==> src/rtl/pipe_pkg.sv <==
// Shared definitions for the instruction pipeline: bubble word, opcode classes,
// stage indices and the per-stage register mode.
package pipe_pkg;

    localparam logic [31:0] NOP_WORD = 32'hFC00_0000;

    localparam logic [5:0] OP_STORE = 6'd13;
    localparam logic [5:0] OP_LOAD  = 6'd14;
    localparam logic [5:0] OP_BEQ   = 6'd15;
    localparam logic [5:0] OP_BNE   = 6'd16;

    // Opcode class bounds used by the hazard/forwarding decoder
    localparam logic [5:0] CLS_A_LIMIT = 6'd3;
    localparam logic [5:0] CLS_BC_LO   = 6'd5;
    localparam logic [5:0] CLS_BC_HI   = 6'd13;
    localparam logic [5:0] CLS_D       = 6'd14;
    localparam logic [5:0] CLS_E_LO    = 6'd15;
    localparam logic [5:0] CLS_E_HI    = 6'd16;

    typedef enum logic [1:0] {
        ST_II = 2'd0,
        ST_IE = 2'd1,
        ST_EM = 2'd2,
        ST_MW = 2'd3
    } stage_e;

    typedef enum logic [1:0] {
        MODE_LOAD   = 2'd0,
        MODE_HOLD   = 2'd1,
        MODE_BUBBLE = 2'd2
    } stage_mode_e;

    function automatic logic [5:0] opcodeOf(input logic [31:0] word);
        return word[31:26];
    endfunction

endpackage

==> src/rtl/pipe_stage_reg.sv <==
// One pipeline stage register (word, pc, valid) with load / hold / bubble modes.
// Latency 1 cycle; bubbling keeps the PC so bubble stages stay deterministic.
module pipe_stage_reg
    import pipe_pkg::*;
#(
    parameter int              IW       = 32,
    parameter int              PW       = 32,
    parameter logic [IW-1:0]   NOP_WORD = IW'(pipe_pkg::NOP_WORD)
) (
    input  logic          clk,
    input  logic          rst,
    input  stage_mode_e   mode,
    input  logic [IW-1:0] wordIn,
    input  logic [PW-1:0] pcIn,
    input  logic          validIn,
    output logic [IW-1:0] wordQ,
    output logic [PW-1:0] pcQ,
    output logic          validQ
);

    always_ff @(posedge clk) begin
        if (rst) begin
            wordQ  <= NOP_WORD;
            pcQ    <= '0;
            validQ <= 1'b0;
        end else begin
            unique case (mode)
                MODE_LOAD: begin
                    wordQ  <= wordIn;
                    pcQ    <= pcIn;
                    validQ <= validIn;
                end
                MODE_BUBBLE: begin
                    wordQ  <= NOP_WORD;
                    validQ <= 1'b0;
                end
                default: ;
            endcase
        end
    end

endmodule

==> src/rtl/pipe_instr_regs.sv <==
// IF/ID, ID/EX, EX/MEM, MEM/WB register file driven by stall/flush decisions.
// Latency 1 cycle per stage; stall holds II/IE and asks fetch to repeat via pc_hold.
module pipe_instr_regs
    import pipe_pkg::*;
#(
    parameter int            IW       = 32,
    parameter int            PW       = 32,
    parameter int            CW       = 32,
    parameter logic [IW-1:0] NOP_WORD = IW'(pipe_pkg::NOP_WORD)
) (
    input  logic          clk,
    input  logic          rst,
    input  logic [IW-1:0] instr_in,
    input  logic [PW-1:0] pc_in,
    input  logic          stall,
    input  logic          flush_br,
    input  logic          flush_j,
    output logic [IW-1:0] iiO,
    output logic [IW-1:0] ieO,
    output logic [IW-1:0] emO,
    output logic [IW-1:0] mwO,
    output logic [PW-1:0] ii_pc,
    output logic [PW-1:0] ie_pc,
    output logic [PW-1:0] em_pc,
    output logic [PW-1:0] mw_pc,
    output logic [3:0]    valid,
    output logic          pc_hold,
    output logic [CW-1:0] retired_cnt
);

    logic [IW-1:0] stWord  [4];
    logic [PW-1:0] stPc    [4];
    logic          stValid [4];
    stage_mode_e   stMode  [4];

    // Priority: flush_br > stall > flush_j > advance; MEM/WB always loads
    always_comb begin
        stMode[int'(ST_II)] = MODE_LOAD;
        stMode[int'(ST_IE)] = MODE_LOAD;
        stMode[int'(ST_EM)] = MODE_LOAD;
        stMode[int'(ST_MW)] = MODE_LOAD;
        if (flush_br) begin
            stMode[int'(ST_II)] = MODE_BUBBLE;
            stMode[int'(ST_IE)] = MODE_BUBBLE;
            stMode[int'(ST_EM)] = MODE_BUBBLE;
        end else if (stall) begin
            stMode[int'(ST_II)] = MODE_HOLD;
            stMode[int'(ST_IE)] = MODE_HOLD;
            stMode[int'(ST_EM)] = MODE_BUBBLE;
        end else if (flush_j) begin
            stMode[int'(ST_II)] = MODE_BUBBLE;
        end
    end

    for (genvar s = 0; s < 4; s++) begin : g_stage
        if (s == 0) begin : g_first
            pipe_stage_reg #(.IW(IW), .PW(PW), .NOP_WORD(NOP_WORD)) u_stage (
                .clk(clk), .rst(rst), .mode(stMode[s]),
                .wordIn(instr_in), .pcIn(pc_in), .validIn(1'b1),
                .wordQ(stWord[s]), .pcQ(stPc[s]), .validQ(stValid[s])
            );
        end else begin : g_next
            pipe_stage_reg #(.IW(IW), .PW(PW), .NOP_WORD(NOP_WORD)) u_stage (
                .clk(clk), .rst(rst), .mode(stMode[s]),
                .wordIn(stWord[s-1]), .pcIn(stPc[s-1]), .validIn(stValid[s-1]),
                .wordQ(stWord[s]), .pcQ(stPc[s]), .validQ(stValid[s])
            );
        end
    end

    assign iiO   = stWord[int'(ST_II)];
    assign ieO   = stWord[int'(ST_IE)];
    assign emO   = stWord[int'(ST_EM)];
    assign mwO   = stWord[int'(ST_MW)];
    assign ii_pc = stPc[int'(ST_II)];
    assign ie_pc = stPc[int'(ST_IE)];
    assign em_pc = stPc[int'(ST_EM)];
    assign mw_pc = stPc[int'(ST_MW)];
    assign valid = {stValid[3], stValid[2], stValid[1], stValid[0]};

    // A taken branch redirects fetch, so it cancels the load-use hold
    assign pc_hold = stall & ~flush_br;

    always_ff @(posedge clk) begin
        if (rst) begin
            retired_cnt <= '0;
        end else if (stValid[int'(ST_MW)]) begin
            retired_cnt <= retired_cnt + CW'(1);
        end
    end

endmodule

==> config.mk <==
export PLATFORM = sky130hd
export DESIGN_NAME = pipe_instr_regs
export DESIGN_NICKNAME = d
export VERILOG_FILES = /design/src/rtl/pipe_pkg.sv /design/src/rtl/pipe_stage_reg.sv /design/src/rtl/pipe_instr_regs.sv
export SDC_FILE = /design/constraint.sdc
export NUM_CORES = 1
export LEC_CHECK = 0
export CAP_MARGIN = 10
export CORE_MARGIN = 5
export CORE_UTILIZATION = 43
export CTS_CLUSTER_SIZE = 28
export DETAILED_ROUTE_END_ITERATION = 10
export MAX_ROUTING_LAYER = met4
export PLACE_DENSITY = 0.76
export SYNTH_ARGS = -nofsm -noshare
export SYNTH_HDL_FRONTEND = slang
export SYNTH_SLANG_ARGS = --single-unit
==> constraint.sdc <==
create_clock -name clk -period 3.14 [get_ports clk]
set_clock_uncertainty 0.2 [all_clocks]
set_input_delay 0.314 -clock clk [delete_from_list [all_inputs] [get_ports clk]]
set_output_delay 0.314 -clock clk [all_outputs]
set_load 0.005 [all_outputs]
### Signal wires on met1

The bar under the picture is 50 um long.
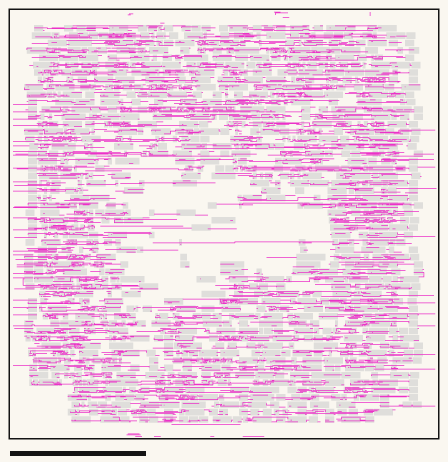
1,204 nets have wire on it. The longest straight run is 36.6 um. The layer carries 12,000 um of wire.
Via Count: 7,947
met1 usage in global routing: 28.1%
WL final: 29,800 um

### The metal 2 layer

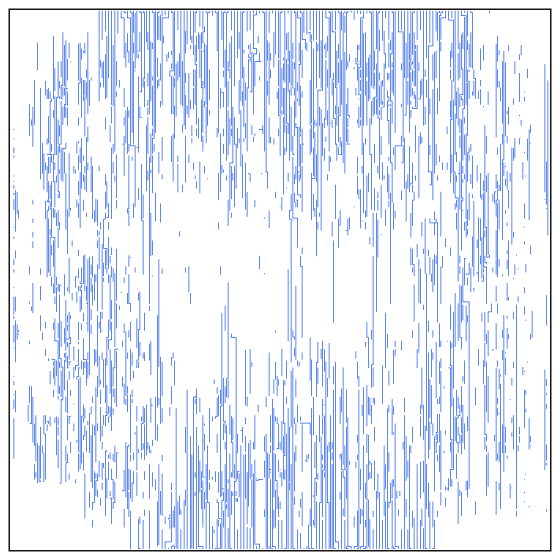
The longest straight run is 59.5 um. The wires run mostly vertical. 1,153 nets have wire on it. The layer holds 49% of the routed length.

### Signal wires on met3

The bar under the picture is 50 um long.
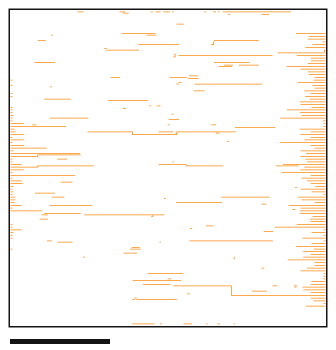
The layer carries 2,170 um of wire. 199 nets have wire on it.

==> results.sh <==
# physical design summary
export IMPL_hold_viol=0
export IMPL_drtIter0Drc=383
export IMPL_topCombFamilyByArea="simple AND/OR/NAND/NOR gates"
export IMPL_buffer_area_share_pct=26.1
export IMPL_grt_pass1_wl_um=44100
export IMPL_fmax_ghz=0.411
export IMPL_antenna_found_initial=0
export IMPL_clk_share_pct=7.39
export IMPL_ir_worst_vdd_uv=399
export IMPL_worstRegToRegCells=4
export IMPL_placed_cell_area_um2=13200
export IMPL_reg2reg_slack_ns=0.74
export IMPL_crit_chain="clkdlybuf4s50_1, nand2b_1, inv_1, clkdlybuf4s50_1"
export IMPL_drt_pass1_iter_count=4
export IMPL_ys_top_cells_by_area="dfxtp_1 62%, nand2_1 5.6%, a21oi_1 4.4%, nor2b_1 4.0%, o22a_1 3.5%"
export IMPL_status="complete, no violations"
export IMPL_hp_start="rst"
export IMPL_clkSinkCount=292
export IMPL_die_x_um=158
export IMPL_r2r_start="g_stage[3].g_next.u_stage.validQ"
export IMPL_fin_nets=1336
export IMPL_cpPeakStageDelay_ns=0.59
export IMPL_tightestPinTransition_ns=0.774
export IMPL_cap_violations=0
export IMPL_post_dp_hpwl_um=21100
export IMPL_tns_ns=0
export IMPL_die_height_um=158
export IMPL_post_route_period_util_pct=77.4
export IMPL_wl_per_cell_um=19.0
export IMPL_grt_most_used_layer="met2"
export IMPL_syn_avg_cell_area_um2=10.1
export IMPL_pin_count=362
export IMPL_period_minus_slack_ns=2.43
export IMPL_power_leader="registers"
export IMPL_post_cts_buffers=0
export IMPL_r2r_end="retired_cnt[25]"
export IMPL_top_cell="dfxtp_1"
export IMPL_async_reset_ff_share_pct=0
export IMPL_holdPathStages=2
export IMPL_ys_sh_adder_pct=0.133
export IMPL_top_layer_used="met4"
export IMPL_drtAntennaViolNets=0
export IMPL_biggestCellCategory="flip-flops and latches"
export IMPL_warnings=26
export IMPL_dp_cells=1514
export IMPL_inv_count=5
export IMPL_clock_latency_ns=0.53
### Metal 4

The bar under the picture is 50 um long.
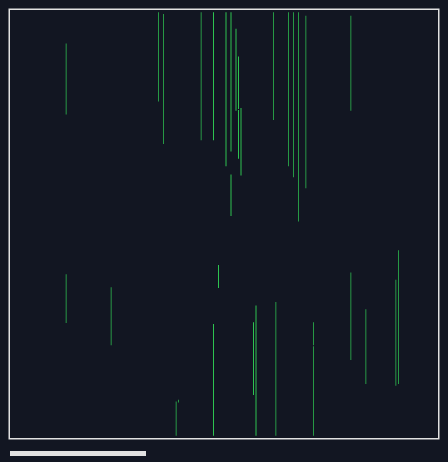
24 nets have wire on it. The layer holds 3.9% of the routed length.

### Clock wiring as the flow saved it

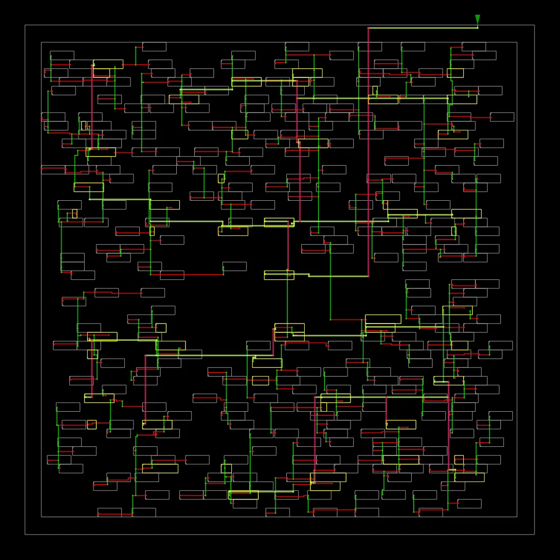
Clk. pwr: 3.71 mW
CTS buffer count: 30

Power and IR drop assume default switching activity.
